[src/rtl/instr_fetch_unit.sv]
// ----------------------------------------------------------------------------
// instr_fetch_unit
//   Front-end fetch stage. Holds the PC and fetches one instruction at a time
//   over a valid/ready request + response-valid instruction-memory port. The
//   fetched word is held on instr/pc until the consumer retires it. Branch and
//   jump redirects replace the fetch PC. A response to a request that was
//   superseded by a redirect is discarded.
//
// Ports
//   clk, rst_n        clock, asynchronous active-low reset
//   imem_req_valid    out  request valid (REQ state only)
//   imem_req_ready    in   memory accepts the request this cycle
//   imem_addr         out  fetch address
//   imem_rsp_valid    in   response word valid
//   imem_rsp_data     in   response instruction word
//   instr_valid       out  instr/pc hold a valid instruction
//   instr_ready       in   consumer retires the held instruction
//   instr             out  held instruction (NOP_INSTR when not valid)
//   pc, pc_plus4      out  address of the held instruction and that plus 4
//   redirect_valid    in   control-flow change request
//   redirect_target   in   new PC for the redirect
//   misalign_err      out  sticky flag: a redirect target was not 4-byte aligned
// ----------------------------------------------------------------------------
module instr_fetch_unit #(
  parameter int              XLEN      = 32,
  parameter logic [XLEN-1:0] RESET_PC  = {XLEN{1'b0}},
  parameter logic [31:0]     NOP_INSTR = 32'h0000_0013
) (
  input  logic            clk,
  input  logic            rst_n,
  output logic            imem_req_valid,
  input  logic            imem_req_ready,
  output logic [XLEN-1:0] imem_addr,
  input  logic            imem_rsp_valid,
  input  logic [31:0]     imem_rsp_data,
  output logic            instr_valid,
  input  logic            instr_ready,
  output logic [31:0]     instr,
  output logic [XLEN-1:0] pc,
  output logic [XLEN-1:0] pc_plus4,
  input  logic            redirect_valid,
  input  logic [XLEN-1:0] redirect_target,
  output logic            misalign_err
);

  localparam logic [1:0] S_REQ  = 2'd0;
  localparam logic [1:0] S_WAIT = 2'd1;
  localparam logic [1:0] S_HOLD = 2'd2;

  localparam logic [XLEN-1:0] PC_STEP = XLEN'(32'd4);

  logic [1:0]      state_q, state_d;
  logic [XLEN-1:0] fetch_pc_q, fetch_pc_d;
  logic [XLEN-1:0] pc_q, pc_d;
  logic [31:0]     instr_q, instr_d;
  logic            drop_q, drop_d;
  logic            misalign_q, misalign_d;
  logic [XLEN-1:0] redirect_pc_s;

  assign redirect_pc_s = {redirect_target[XLEN-1:2], 2'b00};

  // Next-state logic for the fetch FSM and its datapath registers.
  always_comb begin
    state_d    = state_q;
    fetch_pc_d = fetch_pc_q;
    pc_d       = pc_q;
    instr_d    = instr_q;
    drop_d     = drop_q;
    misalign_d = misalign_q | (redirect_valid & (redirect_target[1:0] != 2'b00));

    case (state_q)
      S_REQ: begin
        fetch_pc_d = redirect_valid ? redirect_pc_s : fetch_pc_q;
        if (imem_req_ready) begin
          // The old address has been accepted; a concurrent redirect makes
          // its response stale.
          state_d = S_WAIT;
          drop_d  = redirect_valid;
        end else begin
          state_d = S_REQ;
          drop_d  = 1'b0;
        end
      end

      S_WAIT: begin
        fetch_pc_d = redirect_valid ? redirect_pc_s : fetch_pc_q;
        if (imem_rsp_valid) begin
          // The outstanding request completes here, so nothing remains to drop.
          drop_d = 1'b0;
          if (drop_q || redirect_valid) begin
            state_d = S_REQ;
          end else begin
            state_d = S_HOLD;
            instr_d = imem_rsp_data;
            pc_d    = fetch_pc_q;
          end
        end else begin
          state_d = S_WAIT;
          drop_d  = drop_q | redirect_valid;
        end
      end

      S_HOLD: begin
        if (redirect_valid) begin
          state_d    = S_REQ;
          fetch_pc_d = redirect_pc_s;
          instr_d    = NOP_INSTR;
        end else if (instr_ready) begin
          state_d    = S_REQ;
          fetch_pc_d = fetch_pc_q + PC_STEP;
          instr_d    = NOP_INSTR;
        end else begin
          state_d    = S_HOLD;
        end
      end

      default: begin
        state_d    = S_REQ;
        drop_d     = 1'b0;
        instr_d    = NOP_INSTR;
      end
    endcase
  end

  // State and datapath registers with asynchronous reset.
  always_ff @(posedge clk or negedge rst_n) begin
    if (!rst_n) begin
      state_q    <= S_REQ;
      fetch_pc_q <= RESET_PC;
      pc_q       <= RESET_PC;
      instr_q    <= NOP_INSTR;
      drop_q     <= 1'b0;
      misalign_q <= 1'b0;
    end else begin
      state_q    <= state_d;
      fetch_pc_q <= fetch_pc_d;
      pc_q       <= pc_d;
      instr_q    <= instr_d;
      drop_q     <= drop_d;
      misalign_q <= misalign_d;
    end
  end

  // Request is masked while reset is asserted so nothing is issued during reset.
  assign imem_req_valid = (state_q == S_REQ) & rst_n;
  assign imem_addr      = fetch_pc_q;
  assign instr_valid    = (state_q == S_HOLD);
  assign instr          = instr_q;
  assign pc             = pc_q;
  assign pc_plus4       = pc_q + PC_STEP;
  assign misalign_err   = misalign_q;

endmodule

[config.mk]
export PLATFORM = sky130hd
export DESIGN_NAME = instr_fetch_unit
export DESIGN_NICKNAME = d
export VERILOG_FILES = /design/src/rtl/instr_fetch_unit.sv
export SDC_FILE = /design/constraint.sdc
export NUM_CORES = 1
export LEC_CHECK = 0
export CORE_MARGIN = 2
export CORE_UTILIZATION = 44
export DETAILED_ROUTE_END_ITERATION = 10
export MAX_ROUTING_LAYER = met4
export PLACE_DENSITY = 0.83
export SLEW_MARGIN = 15
export SYNTH_ARGS = -nofsm -noshare
export SYNTH_HDL_FRONTEND = slang
export SYNTH_SLANG_ARGS = --single-unit
export TNS_END_PERCENT = 50
[constraint.sdc]
create_clock -name clk -period 2.74 [get_ports clk]
set_clock_uncertainty 0.1 [all_clocks]
set_input_delay 0.548 -clock clk [delete_from_list [all_inputs] [get_ports clk]]
set_output_delay 0.548 -clock clk [all_outputs]
set_load 0.02 [all_outputs]
==> flow_metrics.py, run 1 <==
# Synthesis and PnR figures
metrics = {
    "run_status": {
        "outcome": "completed",
    },
    "setup_path": {
        "cp-startpoint": "pc[5]",
        "rr_worst_depth": 6,
        "cpLargestDelayFamily": "simple AND/OR/NAND/NOR gates",
        "r2r_slack_ns": 0.47,
        "critPathMaxStageDelay_ns": 0.45,
        "critPathBufInv": 1,
        "crit-reg2reg-launch": "imem_addr[3]",
        "worstSetupPathType": "reg -> out",
    },
    "detailed_routing": {
        "via_per_inst": 5.68,
        "drtIter0Drc": 599,
        "highest_layer": "met4",
        "drc": 0,
        "met2_length_mm": 8.13,
        "num_vias": 5177,
        "wl_mm": 16.5,
    },
    "cells_and_area": {
        "drive_above_1_share": 0.120,
        "combGateArea_um2": 2510,
        "syn2layout_area_growth_pct": 48.3,
        "seq_area_um2": 2410,
    },
    "global_route": {
        "grt.overflow.total": 0,
        "grt_use_met3": 0.0316,
        "grt_pass1_wl_mm": 26.6,
        "antenna_found_initial": 0,
        "busiest_layer": "met2",
    },
    "logic_synthesis": {
        "topCellsByArea": "dfrtp_1, nand2_1, a22o_1",
        "ys_cells": 563,
        "ys_async_sr_fraction": 1.00,
        "ys_top_cells_by_count": "nand2_1, dfrtp_1, a21oi_1, nand3_1, a22o_1",
        "ys.flop_type": "dfrtp_1",
        "top_area_cell": "dfrtp_1",
        "ys_warn_count": 0,
        "numSynthFlops": 96,
        "ys_seq_share": 0.472,
        "syn_area_per_cell_um2": 9.05,
    },
    "pwr": {
        "internal_power_mw": 4.41,
        "p_leak_nw": 3.24,
        "p_switching_mw": 3.08,
    },
    "sta": {
        "setup_viol": 0,
        "rsz0062_at_grt": "yes",
        "worst_pin_slew_ns": 0.641,
        "max-slew-margin-rel": 0.573,
        "finalCritPeriodShare": 0.974,
        "post-route-min-period_ns": 2.67,
        "fin_ws_ns": 0.0712,
    },
    "placed_design": {
        "dp_slack_ns": 0.0182,
        "dp.final_hpwl_mm": 12.1,
        "gp_congestion": 0.927,
    },
    "hold_path": {
        "worst_hold_path_type": "in -> async",
    },
    "die": {
        "std_cell_rows": 39,
    },
    "clocking": {
        "htreeDepth": 3,
        "clockRootBuffer": "clkbuf_16",
    },
}
-- run 1: cell type report --
cell class	count	share of cell area
inverters	7	0.00348
well taps	143	0.0237
flip-flops and latches	96	0.318
clock buffers	10	0.0316
repair buffers	227	0.282
multi-input cells	422	0.332
clock inverters	6	0.00861
-- run 1: power groups by stage --
stage	Sequential, mW	Clock (mW)	Combinational (mW)
after global placement	2.47	0	3.77
after global routing	2.59	1.36	3.90
after CTS	2.50	1.31	3.72
after detailed placement	2.51	0	3.83
final	2.52	1.29	3.68
after floorplan	3.00	0	1.26
-- run 1: through the flow --
stage / instances / power [mW]
after CTS: 911 / 7.53
after floorplan: 568 / 4.27
after detailed placement: 893 / 6.34
after global routing: 911 / 7.86
after global placement: 893 / 6.24
final: 911 / 7.48
-- run 1: cell families (layout without fill, tap and decap cells) --
group           Yosys count  after routing  synth area share
compound gates          135            135             0.178
xor+xnor                 28             28            0.0481
fa+ha+maj                 2              2           0.00491
buf+inv                  50            250            0.0501
flops                    96             96             0.472
mux                       4              4           0.00835
other cells               1              6          0.000736
simple gates            247            247             0.238
-- run 1: flip-flops by register name, indices dropped and copies added, names as in the netlist --
register / count
misalign_err: 1
state_q: 2
imem_addr: 30
pc: 30
instr: 32
drop_q: 1
-- run 1: layout by cell type, fill, tap and decap left out, types with 4 or more instances in the layout --
cell type	n
dlygate4sd2_1	8
clkbuf_2	12
nand4_1	15
a22o_1	29
buf_4	32
clkdlybuf4s50_1	168
inv_1	7
nor2_1	22
nand2b_1	6
dfrtp_1	93
nor4_1	4
a31oi_1	5
nand2_1	124
o21ai_0	24
a21oi_1	37
o22a_1	8
nand3_1	31
conb_1	6
clkbuf_16	9
xnor2_1	25
o22ai_1	6
and3_1	8
run_1/io_placement.png
Pins as bars across the die edge, other pins in grey.
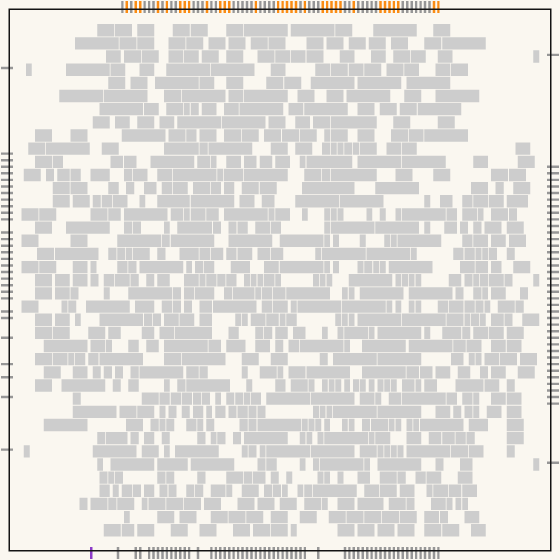
clk -> purple  # pins 1, direction input, edge bottom
imem_rsp_data -> orange  # pins 32, direction input, edge top
all pins by edge = 72 top, 60 bottom, 39 right, 30 left
chip height: 112 um
Port Buffers: 194
width of the die: 112 um

run_1/clk_routes.png
Scale bar: 20 um.
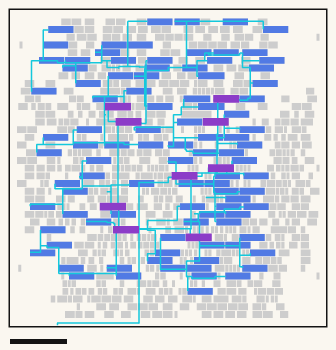
flip-flops -> blue  # count 96
clock drivers -> purple  # count 9
clock wires -> cyan  # length 1130 um
routed clock nets = 10
Clk pwr share: 0.172
clk pwr: 1.29 mW
clk latency late pin: 0.34 ns

run_1/cell_density.png
11 x 11 tiles, from white (low) to dark blue (high), 0 to 100% covered.
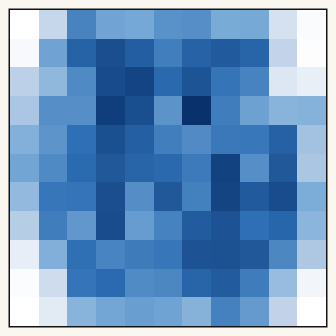
fullest tile = 100%
nearly empty tiles = 4.1%
tiles over 75% full = 31%
core area: 11400 um2
final cell utilization of the core: 0.665
Starting Density: 0.448

run_1/layer_met3.png
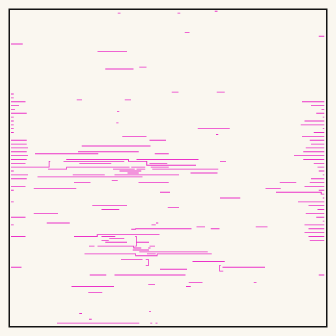

## Run 2: what changed since run 1
--- a/config.mk
+++ b/config.mk
@@ -6,10 +6,11 @@
 export NUM_CORES = 1
 export LEC_CHECK = 0
 export CORE_MARGIN = 2
-export CORE_UTILIZATION = 44
+export CORE_UTILIZATION = 45
+export CTS_BUF_LIST = sky130_fd_sc_hd__clkbuf_8
 export DETAILED_ROUTE_END_ITERATION = 10
 export MAX_ROUTING_LAYER = met4
-export PLACE_DENSITY = 0.83
+export PLACE_DENSITY = 0.84
 export SLEW_MARGIN = 15
 export SYNTH_ARGS = -nofsm -noshare
 export SYNTH_HDL_FRONTEND = slang
run_2/layer_met3.png
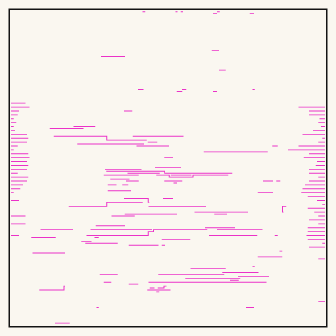
wire length on this layer = 1070 um
nets with wire on the layer = 127
share of all routed wire = 6.4%
longest straight run = 40.9 um
routed wire length: 16.6 mm
via count: 5162

==> flow_metrics.py, run 2 <==
# Synthesis and PnR figures
metrics = {
    "cells_and_area": {
        "buffers": 230,
        "largest_reg_flops": 32,
        "most-common-layout-cells": "clkdlybuf4s50_1, nand2_1, dfrtp_1",
        "buf_share": 0.293,
        "inv_count": 7,
        "mostFrequentLayoutCell": "clkdlybuf4s50_1",
        "combGateArea_um2": 2500,
        "comb_share": 0.333,
        "largest_class": "combinational gates",
        "logic_gates": 422,
        "nClkBuffers": 9,
        "drive_above_1_share": 0.112,
        "fillers": 865,
        "seq_area_um2": 2410,
        "seq_cells": 96,
        "syn2layout_area_growth_pct": 47.0,
        "seq_share": 0.321,
        "final_cells": 911,
        "final-clk-cell-share": 0.0261,
    },
    "placed_design": {
        "gp_congestion": 0.919,
        "port-buffer-count": 194,
        "dp_slack_ns": 0.0246,
        "dp.cells": 895,
        "dp.final_hpwl_mm": 12.4,
    },
    "logic_synthesis": {
        "yosysTopAreaCellShare": 0.457,
        "ys_seq_share": 0.472,
        "ys.flop_type": "dfrtp_1",
        "edf_count": 0,
        "ys_async_sr_fraction": 1.00,
        "syn_area_per_cell_um2": 9.05,
        "ys_warn_count": 0,
        "ys_cells": 563,
        "ys_top_cells_by_count": "nand2_1, dfrtp_1, a21oi_1, nand3_1, a22o_1",
        "numSynthFlops": 96,
        "top_area_cell": "dfrtp_1",
        "topCellsByArea": "dfrtp_1, nand2_1, a22o_1",
    },
    "pwr": {
        "seq_power_share": 0.344,
        "internal_power_mw": 4.15,
        "p_clk_frac": 0.131,
        "switching_share": 0.423,
        "p_leak_nw": 3.22,
        "p_switching_mw": 3.04,
    },
    "detailed_routing": {
        "antenna_left": 0,
        "drtIter0Drc": 384,
        "drc": 0,
        "wl_met3_mm": 1.07,
        "met2_length_mm": 8.10,
        "via_per_inst": 5.67,
        "highest_layer": "met4",
        "firstDrtPassIters": 5,
    },
    "sta": {
        "finalCritPeriodShare": 0.985,
        "fin_ws_ns": 0.0403,
        "max-slew-margin-rel": 0.412,
        "rsz0062_at_grt": "yes",
        "setup_viol": 0,
        "worst_pin_slew_ns": 0.882,
        "post-route-min-period_ns": 2.70,
    },
    "setup_path": {
        "r2r_slack_ns": 0.46,
        "critPathMostFrequentCell": "nand4_1",
        "worstSetupPathType": "reg -> out",
        "critPathMaxStageDelay_ns": 0.39,
        "critical_path_required_ns": 2.09,
    },
    "global_route": {
        "antenna_found_initial": 0,
        "busiest_layer": "met2",
        "grt_use_met3": 0.0318,
        "grt.overflow.total": 0,
        "grt_pass1_wl_mm": 26.5,
    },
    "clocking": {
        "clockRootBuffer": "clkbuf_8",
        "worstSkewPairLatency_ns": 0.36,
        "clk_pin_slew_worst_paths_ns": 0.10,
        "hold_buffers": 0,
        "numCtsBuffers": 9,
        "htreeDepth": 3,
    },
    "run_status": {
        "outcome": "completed",
    },
    "die": {
        "nWellTaps": 140,
        "ioPinCount": 201,
        "die_w_um": 110,
        "floorplan.core_area_um2": 10900,
        "die_y_um": 110,
        "fp_util": 0.466,
        "std_cell_rows": 38,
    },
    "hold_path": {
        "worst_hold_path_type": "in -> async",
    },
}
[run 2: logic make-up after synthesis]
kind of cell / count (synthesis) / share of synthesized area
AND-OR/OR-AND: 135 / 0.178
XOR/XNOR: 28 / 0.0481
adder cells (fa/ha/maj): 2 / 0.00491
buffers and inverters: 50 / 0.0501
flip-flops: 96 / 0.472
multiplexers: 4 / 0.00835
other: 1 / 0.000736
AND/OR/NAND/NOR: 247 / 0.238
[run 2: critical path: cells and delay by family (launching register included)]
| family | cells | cell delay [ns] |
|---|---|---|
| and+or+nand+nor | 4 | 0.62 |
| DFF | 1 | 0.39 |
| buffers and inverters | 2 | 0.51 |
| xor gates and xnor gates | 1 | 0.16 |
[run 2: path summary, 6_finish.rpt]
kind / start / cells past startpoint / to
worst min register to register: instr[0] / 2 / instr[0]
max in group asynchronous: rst_n / 3 / instr[26]
worst min-delay path: rst_n / 2 / imem_addr[7]
worst max-delay path: pc[2] / 7 / pc_plus4[29]
worst max register to register: imem_addr[2] / 6 / imem_addr[26]
min in group clk: instr[0] / 2 / instr[0]
[run 2: power by group through the flow]
| stage | sequential, mW | combinational [mW] | clock, mW |
|---|---|---|---|
| after floorplan | 3.00 | 1.26 | 0 |
| after global placement | 2.43 | 3.86 | 0 |
| after detailed placement | 2.48 | 3.92 | 0 |
| after CTS | 2.45 | 3.81 | 0.950 |
| after global routing | 2.55 | 4.00 | 1.00 |
| final | 2.47 | 3.78 | 0.941 |
[run 2: per-stage QoR]
stage,TNS [ns],util,power [mW]
CTS,-0.0387,0.686,7.21
finish,0,0.685,7.19
global route,-0.474,0.685,7.55
global placement,0,0.670,6.29
floorplan,0,-,4.27
detailed placement,0,0.670,6.40
[run 2: timing repair]
action,in CTS,in global routing
endpoints found under the setup margin,24,21
resized,30,31
buffers inserted,0,0
cloned,0,0
pin swaps,0,0
Power and IR drop assume default switching activity.
